**src/rtl/axil_pkg.sv**
```systemverilog
// Shared types for the AXI4-Lite to Avalon-MM bridge: response codes and FSM states.
package axil_pkg;

  typedef enum logic [1:0] {
    AXIL_OKAY   = 2'b00,
    AXIL_SLVERR = 2'b10
  } axil_resp_t;

  typedef enum logic [2:0] {
    ST_IDLE    = 3'd0,
    ST_WR_CMD  = 3'd1,
    ST_WR_RESP = 3'd2,
    ST_RD_CMD  = 3'd3,
    ST_RD_WAIT = 3'd4,
    ST_RD_RESP = 3'd5
  } axil2amm_state_t;

endpackage

```
**src/rtl/axil2amm_rr_arb2.sv**
```systemverilog
// Two-request round-robin arbiter (write vs read); priority flag moves only on an accepted grant.
module rr_arb2 (
  input  logic clk,
  input  logic rst,
  input  logic req_wr,
  input  logic req_rd,
  input  logic accept,
  output logic gnt_wr,
  output logic gnt_rd
);

  logic last_was_read;

  // Flag resets to 1 so the first tie goes to the write side.
  always_ff @(posedge clk or posedge rst) begin
    if (rst) begin
      last_was_read <= 1'b1;
    end else if (accept && (gnt_wr || gnt_rd)) begin
      last_was_read <= gnt_rd;
    end
  end

  assign gnt_wr = req_wr & (~req_rd | last_was_read);
  assign gnt_rd = req_rd & (~req_wr | ~last_was_read);

endmodule

```
**src/rtl/axil2amm.sv**
```systemverilog
// AXI4-Lite slave to Avalon-MM master bridge, one transaction in flight.
// Optional watchdog with SLVERR response enabled by defining AXIL2AMM_TIMEOUT_EN.
module axil2amm
  import axil_pkg::*;
#(
  parameter int ADDR_W         = 32,
  parameter int DATA_W         = 32,
  parameter int TIMEOUT_CYCLES = 1024
) (
  input  logic                  aclk,
  input  logic                  areset,
  input  logic [ADDR_W-1:0]     s_awaddr,
  input  logic [2:0]            s_awprot,
  input  logic                  s_awvalid,
  output logic                  s_awready,
  input  logic [DATA_W-1:0]     s_wdata,
  input  logic [DATA_W/8-1:0]   s_wstrb,
  input  logic                  s_wvalid,
  output logic                  s_wready,
  output logic [1:0]            s_bresp,
  output logic                  s_bvalid,
  input  logic                  s_bready,
  input  logic [ADDR_W-1:0]     s_araddr,
  input  logic [2:0]            s_arprot,
  input  logic                  s_arvalid,
  output logic                  s_arready,
  output logic [DATA_W-1:0]     s_rdata,
  output logic [1:0]            s_rresp,
  output logic                  s_rvalid,
  input  logic                  s_rready,
  output logic [ADDR_W-1:0]     amm_address,
  output logic [DATA_W-1:0]     amm_writedata,
  output logic [DATA_W/8-1:0]   amm_byteenable,
  output logic                  amm_write,
  output logic                  amm_read,
  input  logic [DATA_W-1:0]     amm_readdata,
  input  logic                  amm_readdatavalid,
  input  logic                  amm_waitrequest,
  output axil2amm_state_t       dbg_state
);

  // Handshakes: an AXI channel transfers on a cycle where valid and ready are both high;
  // ready here depends only on state and the competing valids, never on the *ready inputs.
  // AMM commands are held stable until a cycle with waitrequest low.

  localparam logic [ADDR_W-1:0] ADDR_MASK = ~ADDR_W'(3);

  axil2amm_state_t     state_q, state_d;
  logic [ADDR_W-1:0]   addr_q;
  logic [DATA_W-1:0]   wdata_q;
  logic [DATA_W/8-1:0] be_q;
  logic [DATA_W-1:0]   rdata_q;
  axil_resp_t          resp_q;

  logic is_idle, gnt_wr, gnt_rd, rd_capture, timeout;

  wire unused_prot = ^{s_awprot, s_arprot};

  assign is_idle = (state_q == ST_IDLE);

  rr_arb2 u_arb (
    .clk    (aclk),
    .rst    (areset),
    .req_wr (is_idle & s_awvalid & s_wvalid),
    .req_rd (is_idle & s_arvalid),
    .accept (is_idle),
    .gnt_wr (gnt_wr),
    .gnt_rd (gnt_rd)
  );

`ifdef AXIL2AMM_TIMEOUT_EN
  localparam int CNT_W = $clog2(TIMEOUT_CYCLES + 1);
  logic [CNT_W-1:0] cnt_q;

  // Counter is 0 in the first command cycle, so the command is driven for TIMEOUT_CYCLES cycles.
  always_ff @(posedge aclk or posedge areset) begin
    if (areset) begin
      cnt_q <= '0;
    end else if (is_idle) begin
      cnt_q <= '0;
    end else if (state_q == ST_WR_CMD || state_q == ST_RD_CMD || state_q == ST_RD_WAIT) begin
      cnt_q <= cnt_q + 1'b1;
    end
  end

  assign timeout = (cnt_q == CNT_W'(TIMEOUT_CYCLES - 1));
`else
  assign timeout = 1'b0;
`endif

  always_ff @(posedge aclk or posedge areset) begin
    if (areset) state_q <= ST_IDLE;
    else        state_q <= state_d;
  end

  always_comb begin
    state_d    = state_q;
    rd_capture = 1'b0;
    case (state_q)
      ST_IDLE: begin
        if (gnt_wr)      state_d = (s_wstrb == '0) ? ST_WR_RESP : ST_WR_CMD;
        else if (gnt_rd) state_d = ST_RD_CMD;
      end
      ST_WR_CMD: begin
        if (!amm_waitrequest || timeout) state_d = ST_WR_RESP;
      end
      ST_WR_RESP: begin
        if (s_bready) state_d = ST_IDLE;
      end
      ST_RD_CMD: begin
        if (!amm_waitrequest) begin
          rd_capture = amm_readdatavalid;
          state_d    = amm_readdatavalid ? ST_RD_RESP : ST_RD_WAIT;
        end else if (timeout) begin
          state_d = ST_RD_RESP;
        end
      end
      ST_RD_WAIT: begin
        rd_capture = amm_readdatavalid;
        if (amm_readdatavalid || timeout) state_d = ST_RD_RESP;
      end
      ST_RD_RESP: begin
        if (s_rready) state_d = ST_IDLE;
      end
      default: state_d = ST_IDLE;
    endcase
  end

  // Command/response registers; a timeout without completion turns into SLVERR with zero data.
  always_ff @(posedge aclk or posedge areset) begin
    if (areset) begin
      addr_q  <= '0;
      wdata_q <= '0;
      be_q    <= '0;
      rdata_q <= '0;
      resp_q  <= AXIL_OKAY;
    end else begin
      if (gnt_wr) begin
        addr_q  <= s_awaddr & ADDR_MASK;
        wdata_q <= s_wdata;
        be_q    <= s_wstrb;
        resp_q  <= AXIL_OKAY;
      end else if (gnt_rd) begin
        addr_q  <= s_araddr & ADDR_MASK;
        be_q    <= '1;
        resp_q  <= AXIL_OKAY;
      end
      if (rd_capture) begin
        rdata_q <= amm_readdata;
      end else if (timeout) begin
        if (state_q == ST_WR_CMD && amm_waitrequest) begin
          resp_q <= AXIL_SLVERR;
        end else if ((state_q == ST_RD_CMD && amm_waitrequest) || state_q == ST_RD_WAIT) begin
          resp_q  <= AXIL_SLVERR;
          rdata_q <= '0;
        end
      end
    end
  end

  assign s_awready      = gnt_wr;
  assign s_wready       = gnt_wr;
  assign s_arready      = gnt_rd;
  assign s_bvalid       = (state_q == ST_WR_RESP);
  assign s_rvalid       = (state_q == ST_RD_RESP);
  assign s_bresp        = resp_q;
  assign s_rresp        = resp_q;
  assign s_rdata        = rdata_q;
  assign amm_write      = (state_q == ST_WR_CMD);
  assign amm_read       = (state_q == ST_RD_CMD);
  assign amm_address    = addr_q;
  assign amm_writedata  = wdata_q;
  assign amm_byteenable = be_q;
  assign dbg_state      = state_q;

endmodule

```
**config.mk**
```make
export PLATFORM = sky130hd
export DESIGN_NAME = axil2amm
export DESIGN_NICKNAME = d
export VERILOG_FILES = /design/src/rtl/axil_pkg.sv /design/src/rtl/axil2amm_rr_arb2.sv /design/src/rtl/axil2amm.sv
export SDC_FILE = /design/constraint.sdc
export NUM_CORES = 1
export LEC_CHECK = 0
export ABC_AREA = 1
export CAP_MARGIN = 20
export CORE_ASPECT_RATIO = 0.6
export CORE_MARGIN = 2
export CORE_UTILIZATION = 40
export CTS_CLUSTER_SIZE = 8
export DETAILED_ROUTE_END_ITERATION = 16
export DONT_BUFFER_PORTS = 1
export GPL_TIMING_DRIVEN = 0
export PLACE_DENSITY_LB_ADDON = 0.12
export RECOVER_POWER = 100
export SYNTH_ARGS = -nofsm -noshare
export SYNTH_HDL_FRONTEND = slang
export SYNTH_HIERARCHICAL = 1
export SYNTH_SLANG_ARGS = --single-unit
```
**constraint.sdc**
```tcl
create_clock -name aclk -period 6.3 [get_ports aclk]
set_input_delay 1.26 -clock aclk [delete_from_list [all_inputs] [get_ports aclk]]
set_output_delay 1.26 -clock aclk [all_outputs]
set_load 0.01 [all_outputs]
```
### Wires at chosen ports, followed through buffers

Scale bar: 50 um.
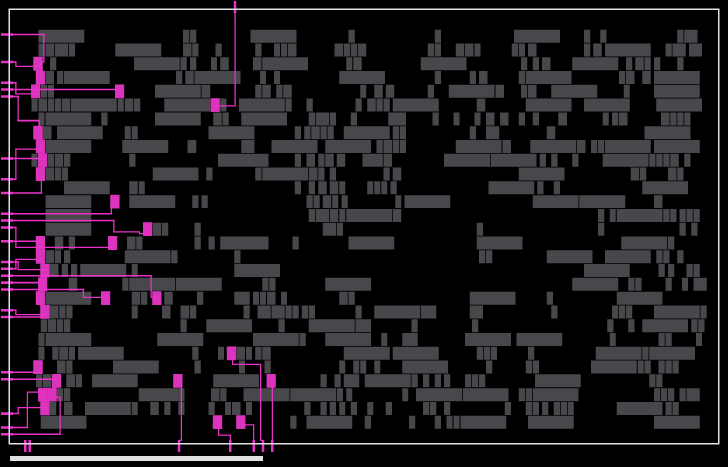
port	colour	direction	edge	end cells	wire
`s_araddr`	magenta	input	24 left, 7 bottom, 1 top	30	402 um

### Zoomed window

Region (15, 44) to (55, 84) um. Cells in grey, sequential cells in the stronger grey; small squares are vias.
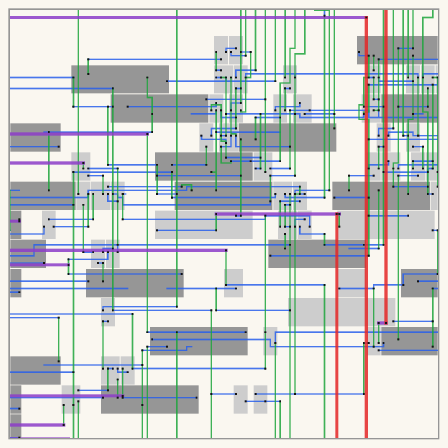
layer	colour
met4	red
met1	blue
met2	green
met3	purple
cells with their middle in the window	63
most frequent	nand2_1 (26), dfrtp_1 (16), nand3_1 (13)
netlist names of flops here include	`s_rdata` (8), `amm_address` (7)
sequential cells in the window	16

### Metal layers overlaid

Two of the layers only.
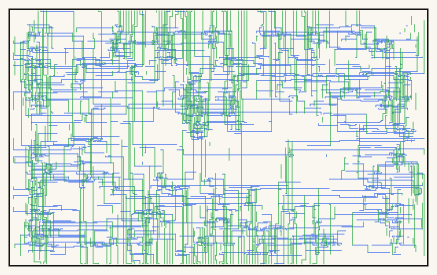
layer	colour	wire length
met1	blue	5,070 um
met2	green	5,870 um
DR vias: 3,570
final wirelength: 12,400 um
overall global routing resource usage: 21.2%
routed len/inst: 18.1 um

### The clock network

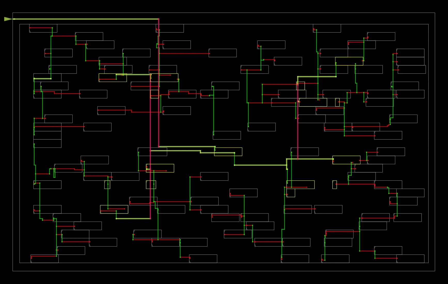
Num CTS Buffers: 9
Clock Skew: 0.00783 ns

### Sequential cells grouped by signal name

Scale bar: 50 um. Other sequential cells in the stronger grey, the rest of the logic in the fainter grey.
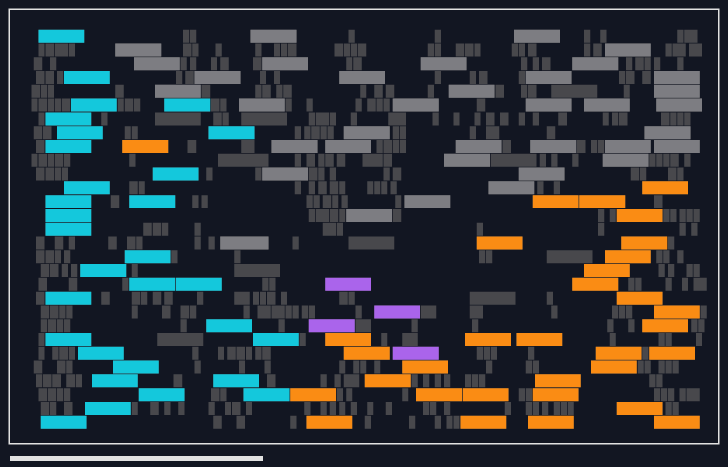
netlist name	colour	placed flops
`amm_writedata`	orange	32
`amm_address`	cyan	30
`amm_byteenable`	purple	4
not coloured	36
Seq/total area: 52.6%
final core utilization: 45.5%
Sequential Area: 0.00255 mm^2
Power Sequential: 1.35 mW

==> results_dict.tcl <==
# collected from the flow reports
set metrics [dict create \
    vdd_drop_max_v 0.000234 \
    violations "max-capacitance violations, max-slew violations" \
    warnings 36 \
    areaGrowthSynthToFinish_pct 9.94 \
    maxSlewViolCount 35 \
    fp.dieArea_mm2 0.0119 \
    clock_buffers 11 \
    yosysWarnings 6 \
    drive_above_1_share_pct 6.19 \
    synthTopCellsByCount "nand2_1 (240), nand3_1 (102), dfrtp_1 (101)" \
    grt_pass1_wl_um 19900 \
    cp_common_cell "clkbuf_1" \
    finalPower_mw 2.49 \
    clock-sinks 102 \
    flop_cell "dfrtp_1" \
    syn_area_mm2 0.00442 \
    startpoint "dbg_state[0]$_DFFE_PP0P_" \
    async_reset_ff_share_pct 100 \
    ctsHtreeMaxLevel 3 \
    period_used_pct 60.5 \
    arrival_ns 2.55 \
    fin_hold_ws_ns 0.482 \
    crit_fanout 8 \
    cap_violations 1 \
    port_buffers 0 \
    finalWorstSetupSlack_ns 2.49 \
    vias_per_cell 5.19 \
    required_ns 5.04 \
    crit_path_top_delay_cell "a21boi_0" \
    buffer_area_share_pct 4.22 \
    ys.flops 102 \
    status "finished, violations left" \
    timing.fmax_mhz 262 \
    grt_max_degree 68 \
    wl_met2_um 5870 \
    design_area_mm2 0.00486 \
    whs_endpoint "u_arb/last_was_read$_DFFE_PP1P_" \
    r2r_end "amm_address[28]$_DFFE_PP0P_" \
    drc_errors 0 \
    cts_root_buf "clkbuf_16" \
    place.gp.congestion 0.798 \
    setup_viol 0 \
    largest_class "flip-flops and latches" \
    avgSynthCellArea_um2 8.38 \
    ys_area_mm2 0.00442 \
    grt_util_met2_pct 34.9 \
    ys_cells 527 \
    cts_tree "yes" \
    cellPowerDensity_mw_per_mm2 513 \
    fin_cells 688 \
    die_x_um 140 \
    synthTopCellsByArea "dfrtp_1 (57%), nand2_1 (20%), nand3_1 (12%)" \
    postSynthCellCount 527 \
    antenna_found_initial 0 \
    top_cell "nand2_1" \
    relSlewSlack_pct -8.41 \
    power.leakage_nw 2.50 \
    lay_top_count "nand2_1" \
    final.setup.tns_ns 0 \
    rsz0062_at_grt "no" \
    clk_latency_ns 0.34 \
    core_mm2 0.0107 \
    fin_crit_ns 3.81 \
    rows 29 \
    clock_path_buffers 2 \
    timing_hold_violations_final 0 \
    post-place-ws_ns 2.80 \
    worstHoldPathCells 2 \
]
[worst register-to-register path: stages, from the launching register on]
cell	delay, ns
dfrtp_1	0.43
clkbuf_1	0.24
nor3_1	0.46
inv_1	0.11
nor2_1	0.16
a21boi_0	0.59
clkbuf_1	0.49
nor2_1	0.27
clkbuf_1	0.32
nand2_1	0.11
nand3_1	0.07
[power breakdown]
group | internal (mW) | switching [mW]
Sequential | 0.961 | 0.385
Combinational | 0.230 | 0.403
Clock | 0.268 | 0.243
Total | 1.46 | 1.03
[logic make-up after synthesis]
family	count (synthesis)	share of synthesized area, %
other	1	0.0849
buffers and inverters	55	6.23
AND/OR/NAND/NOR	360	34.3
flip-flops	102	57.8
AND-OR/OR-AND	9	1.59
Power figures rest on the tool's default switching activity, not on a simulated workload.
